$ cat src/rtl/input_cmd_queue.sv
// Tetris input command queue: per-button auto-repeat FSMs feeding a small
// command FIFO that the game-logic FSM drains over a valid/ready handshake.
module input_cmd_queue #(
    parameter int unsigned DELAY_TICKS  = 6250000,
    parameter int unsigned REPEAT_TICKS = 2500000,
    parameter logic [3:0]  REPEAT_MASK  = 4'b1011,
    parameter int unsigned FIFO_DEPTH   = 4
) (
    input  logic       clk,
    input  logic       rst,
    input  logic [3:0] press,
    input  logic [3:0] release_pulse,
    output logic       cmd_valid,
    output logic [1:0] cmd_code,
    input  logic       cmd_ready,
    output logic       overflow
);

    localparam logic [1:0] ST_IDLE   = 2'd0;
    localparam logic [1:0] ST_HELD   = 2'd1;
    localparam logic [1:0] ST_WAIT   = 2'd2;
    localparam logic [1:0] ST_REPEAT = 2'd3;

    localparam int AW = $clog2(FIFO_DEPTH);
    localparam logic [AW:0] FULL_COUNT = (AW + 1)'(FIFO_DEPTH);
    localparam logic [23:0] DELAY_LAST = 24'(DELAY_TICKS - 1);
    localparam logic [23:0] REPEAT_LAST = 24'(REPEAT_TICKS - 1);

    logic [1:0]  state_q [4];
    logic [1:0]  state_d [4];
    logic [23:0] cnt_q [4];
    logic [23:0] cnt_d [4];
    logic [3:0]  ev;
    logic [3:0]  pending;
    logic [3:0]  grant;
    logic [1:0]  push_code;
    logic        push;
    logic        pop;
    logic        full;

    logic [1:0]    mem [FIFO_DEPTH];
    logic [AW-1:0] wr_ptr;
    logic [AW-1:0] rd_ptr;
    logic [AW:0]   count_q;
    logic [AW:0]   count_d;

    // Release wins over a terminal count landing on the same edge.
    always_comb begin
        ev = '0;
        for (int i = 0; i < 4; i++) begin
            state_d[i] = state_q[i];
            cnt_d[i]   = cnt_q[i];
            unique case (state_q[i])
                ST_IDLE: begin
                    if (press[i]) begin
                        ev[i]    = 1'b1;
                        cnt_d[i] = '0;
                        if (!release_pulse[i])
                            state_d[i] = REPEAT_MASK[i] ? ST_WAIT : ST_HELD;
                    end
                end
                ST_HELD: begin
                    if (release_pulse[i]) begin
                        state_d[i] = ST_IDLE;
                        cnt_d[i]   = '0;
                    end
                end
                ST_WAIT: begin
                    if (release_pulse[i]) begin
                        state_d[i] = ST_IDLE;
                        cnt_d[i]   = '0;
                    end else if (cnt_q[i] == DELAY_LAST) begin
                        ev[i]      = 1'b1;
                        cnt_d[i]   = '0;
                        state_d[i] = ST_REPEAT;
                    end else begin
                        cnt_d[i] = cnt_q[i] + 24'd1;
                    end
                end
                ST_REPEAT: begin
                    if (release_pulse[i]) begin
                        state_d[i] = ST_IDLE;
                        cnt_d[i]   = '0;
                    end else if (cnt_q[i] == REPEAT_LAST) begin
                        ev[i]    = 1'b1;
                        cnt_d[i] = '0;
                    end else begin
                        cnt_d[i] = cnt_q[i] + 24'd1;
                    end
                end
                default: begin
                    state_d[i] = ST_IDLE;
                    cnt_d[i]   = '0;
                end
            endcase
        end
    end

    assign full = (count_q == FULL_COUNT);
    assign pop  = cmd_valid && cmd_ready;

    always_comb begin
        grant     = '0;
        push_code = 2'd0;
        if (!full) begin
            priority case (1'b1)
                pending[0]: begin grant = 4'b0001; push_code = 2'd0; end
                pending[1]: begin grant = 4'b0010; push_code = 2'd1; end
                pending[2]: begin grant = 4'b0100; push_code = 2'd2; end
                pending[3]: begin grant = 4'b1000; push_code = 2'd3; end
                default: ;
            endcase
        end
    end

    assign push = |grant;

    always_comb begin
        count_d = count_q;
        unique case ({push, pop})
            2'b10:   count_d = count_q + (AW + 1)'(1);
            2'b01:   count_d = count_q - (AW + 1)'(1);
            default: count_d = count_q;
        endcase
    end

    always_ff @(posedge clk or posedge rst) begin
        if (rst) begin
            for (int i = 0; i < 4; i++) begin
                state_q[i] <= ST_IDLE;
                cnt_q[i]   <= '0;
            end
            pending  <= '0;
            overflow <= 1'b0;
        end else begin
            for (int i = 0; i < 4; i++) begin
                state_q[i] <= state_d[i];
                cnt_q[i]   <= cnt_d[i];
            end
            pending  <= (pending & ~grant) | ev;
            overflow <= |(ev & pending & ~grant);
        end
    end

    always_ff @(posedge clk or posedge rst) begin
        if (rst) begin
            for (int i = 0; i < FIFO_DEPTH; i++)
                mem[i] <= '0;
            wr_ptr    <= '0;
            rd_ptr    <= '0;
            count_q   <= '0;
            cmd_valid <= 1'b0;
        end else begin
            if (push) begin
                mem[wr_ptr] <= push_code;
                wr_ptr      <= wr_ptr + AW'(1);
            end
            if (pop)
                rd_ptr <= rd_ptr + AW'(1);
            count_q   <= count_d;
            cmd_valid <= (count_d != '0);
        end
    end

    assign cmd_code = mem[rd_ptr];

endmodule

$ cat config.mk
export PLATFORM = sky130hd
export DESIGN_NAME = input_cmd_queue
export DESIGN_NICKNAME = d
export VERILOG_FILES = /design/src/rtl/input_cmd_queue.sv
export SDC_FILE = /design/constraint.sdc
export NUM_CORES = 1
export LEC_CHECK = 0
export ABC_AREA = 1
export CORE_ASPECT_RATIO = 0.8
export CORE_UTILIZATION = 45
export DETAILED_ROUTE_END_ITERATION = 10
export PLACE_DENSITY = 0.6
export REMOVE_ABC_BUFFERS = 1
export SLEW_MARGIN = 40
export SYNTH_ARGS = -nofsm -noshare
export SYNTH_HDL_FRONTEND = slang
export SYNTH_SLANG_ARGS = --single-unit
$ cat constraint.sdc
create_clock -name clk -period 12.3 [get_ports clk]
set_clock_uncertainty 0.1 [all_clocks]
set_input_delay 1.845 -clock clk [delete_from_list [all_inputs] [get_ports clk]]
set_output_delay 1.845 -clock clk [all_outputs]
set_load 0.02 [all_outputs]
==> images/pins.png <==
(3 px per um) Pins as bars across the die edge, other pins in grey.
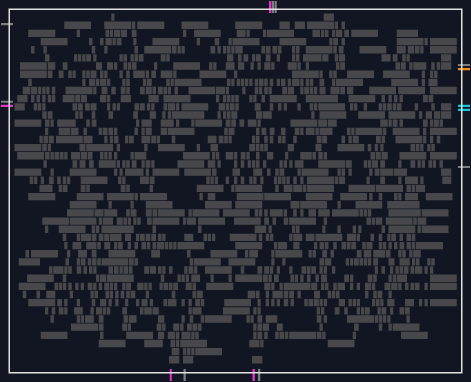
[cmd_code] cyan | pins: 2 | direction: output | edge: right
[release_pulse] magenta | pins: 4 | direction: input | edge: 2 bottom, 1 left, 1 top
[cmd_ready] orange | pins: 1 | direction: input | edge: right

==> images/met2.png <==
(3 px per um)
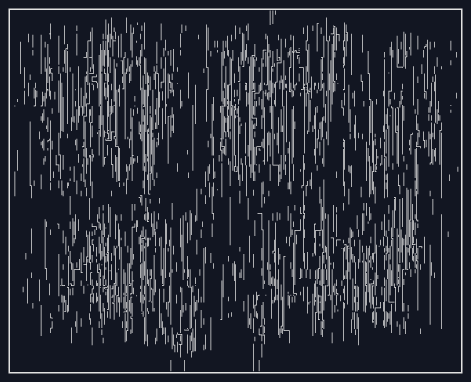
wire length on this layer: 7690 um
longest straight run: 38.1 um
share of all routed wire: 42%

==> flow report <==
========================================================================================================
Synth logic family                                                                          simple AND/OR/NAND/NOR gates
Cell variety after synth                                                                              47
Worst setup path startpoint                                                                    rd_ptr[0]
Areal power density over the cells                                                          143.9 nW/um^2
Count of flip-flops with a built-in enable after synthesis                                             0
Routability Congestion                                                                            0.9498
Total wirelength of the detailed-routed design                                                  18.23 mm
Data arrival time at the worst-slack endpoint                                                    1800 ps
Worst Setup End Kind                                                                        primary output
Floorplan core density                                                                            45.87%
CTS H-tree lvls                                                                                        4
Share of synthesized area spent on multiplexers                                                       0%
Unrepaired setup endpoints after global routing                                                    false
Startpoint of the lowest-slack hold path                                                          mem[4]
Adder and majority cell fraction of the synthesized area                                          1.674%
Startpoint type of the worst setup path                                                         register
Mean cell area of the mapped netlist                                                          7.093 um^2
Startpoint of the most critical register-to-register path                                     count_q[1]
Total power consumption of the routed design                                                  0.001284 W
Reg2Reg Depth                                                                                         10
Layout fillers                                                                                      1713
Capture instance of the worst register-to-register path                                        cmd_valid
Antenna cell count                                                                                     0
Number of global-route vias before repair                                                           6417
Number of remaining DRC errors                                                                         0
Number of ports placed on the die boundary                                                            15
Synthesis Warnings                                                                                     0
Most used flip-flop cell                                                                    sky130_fd_sc_hd__dfrtp_1
Number of placement rows                                                                              43
Height of the chip                                                                              120.7 um
Count of input and output buffers                                                                     14
Global-route wire length before repair                                                          31.03 mm
Number of vias after detailed routing                                                               6942
Largest cells by area after synthesis                                                       sky130_fd_sc_hd__dfrtp_1, sky130_fd_sc_hd__nand2_1, sky130_fd_sc_hd__nor2_1
Post-CTS clock slew at the launch and capture registers of the worst setup and hold paths          60 ps
Standby leakage power                                                                           4.308 nW
Kind of critical path                                                                       register to primary output
Post-Synth XOR/XNOR Area                                                                          4.090%
CTS tree                                                                                            done
Avg WL per Cell                                                                                 13.25 um
Synthesized-area fraction occupied by ao, oa, aoi and oai cells                                   5.591%
Ys flops                                                                                             125
Aggregate global routing overflow                                                                      0
Fin crit period                                                                                  3746 ps
End point of the most critical hold path                                                          mem[4]
Final hold violation count                                                                             0
Simple-gate portion of the synthesized area                                                       39.85%
Pin count of the biggest net entering global routing                                                  79
Count of maximum capacitance violations                                                                0
Reg2reg setup slack                                                                              9570 ps
Buffers from clock root to sink, at most                                                               2
Clock insertion delay at the later pin of the skew report                                         420 ps
Post_cts resized                                                                                       0
Placed wire-length estimate                                                                     13.37 mm
Number of antenna violations at the first check in global routing                                      0
Drt first-iter violations                                                                            482
Via density                                                                                        5.045
Required time of the worst setup path                                                           10350 ps
Post-CTS setup buffer count                                                                            0
Post-Syn Area                                                                                  7923 um^2
Sinks on the clock net                                                                               125
Yosys stat chip area                                                                           7923 um^2
Most common cell after layout, fill and taps aside                                          sky130_fd_sc_hd__nand2_1
Number of logged tool warnings                                                                        28
Number of nets in the layout                                                                        1160
GRT Resource Usage Total                                                                          21.73%
Clk root buf                                                                                sky130_fd_sc_hd__clkbuf_16
Top-area cell type share of the netlist area                                                      39.48%
Run status                                                                                     completed
Core Area                                                                                     17270 um^2
Width of the die                                                                                150.4 um
Layout cells sized above 1                                                                        9.123%
Count of cells along the worst hold path                                                               2
Most numerous logic cells after layout                                                      sky130_fd_sc_hd__nand2_1, sky130_fd_sc_hd__nor2_1, sky130_fd_sc_hd__inv_1
Count leader, synth                                                                         sky130_fd_sc_hd__nand2_1
CP Max Fanout                                                                                          6
Floorplan die area                                                                            18140 um^2
Cells after Synth                                                                                   1117
Cell types with the highest counts after synthesis                                          sky130_fd_sc_hd__nand2_1, sky130_fd_sc_hd__nor2_1, sky130_fd_sc_hd__inv_1, sky130_fd_sc_hd__dfrtp_1, sky130_fd_sc_hd__nand3_1
Final number of max-transition violations                                                              0
Async set-or-reset flop fraction in the synthesized netlist                                       100.0%
Transition time at the pin with the least slew margin                                           683.1 ps
Final setup viols                                                                                      0
Post-synth seq share                                                                              39.48%
Hold bufs inserted after CTS                                                                           0
Final antenna-violating net count                                                                      0
Capture point of the critical path                                                           cmd_code[1]
# Cells Yosys                                                                                       1117
Total Negative Setup Slacks                                                                         0 ps
Number of buffers added by the clock tree synthesis step                                              17
Fraction of the cycle the final worst path needs                                                  30.46%
Worst hold-check path type                                                                  register to register
Worst slew margin relative to its limit                                                           54.46%
Pre-Repair DR Iteration Count                                                                          5
Layout overhead on the synthesized area                                                           12.56%
Largest voltage drop on the vdd net                                                         0.00008325 V
Post-synth top area cell                                                                    sky130_fd_sc_hd__dfrtp_1
Highest Clock Rate                                                                             267.0 MHz
========================================================================================================
## cell families after synthesis
family	after synthesis
and+or+nand+nor	679
buffers and inverters	189
DFF	125
AOI/OAI and AO/OA	77
xor gates and xnor gates	37
adders and majority gates	10
## power by group
group	internal (W)	switching (W)	leakage, nW
combinational	0.0000865	0.000170	2.31
clock	0.000358	0.000184	0.300
sequential	0.000455	0.0000304	1.69
total	0.000899	0.000384	4.31
## per-stage QoR
stage,instances,instance area (um^2),hold WS (ps),util (%),worst slack (ps)
global route,1376,8917,383.0,51.63,8437
detailed placement,1345,8288,361.0,47.99,8258
finish,1376,8917,369.3,51.63,8554
global placement,1345,8284,360.1,47.97,8343
floorplan,1105,7850,336.6,-,7027
CTS,1376,8917,375.8,51.63,8520
## layer usage
layer / track usage, % / share of wire (%) / up-vias / wire, um
met2: 31.42 / 42 / 141 / 7689
met1: 32.01 / 52 / 3186 / 9494
met5: 0 / 0 / - / 0
met4: 6.692 / 1.4 / 0 / 259
li1: - / - / 3597 / -
met3: 4.755 / 4.3 / 18 / 788
## cell type report
type	instances	area [um^2]	share of cell area [%]
multi-input cells	803	4056	45.49
clock buffers	20	436.7	4.897
flip-flops and latches	125	3128	35.08
repair buffers	15	151.4	1.698
clock inverters	11	192.7	2.161
well taps	225	281.5	3.157
inverters	177	670.6	7.521
## sequential cells by signal, indices dropped and copies added (netlist names)
name	cells
wr_ptr	2
rd_ptr	2
cmd_valid	1
overflow	1
pending	4
count_q	3
state_q	8
mem	8
cnt_q	96
## worst max-delay path, stage by stage, from the launching register on
cell                              delay, ps
sky130_fd_sc_hd__dfrtp_1                420
sky130_fd_sc_hd__inv_1                  140
sky130_fd_sc_hd__nor2_1                  50
sky130_fd_sc_hd__o22ai_1                160
sky130_fd_sc_hd__clkdlybuf4s50_1        620
No activity file was given, so power comes from the tool's default toggle rates.
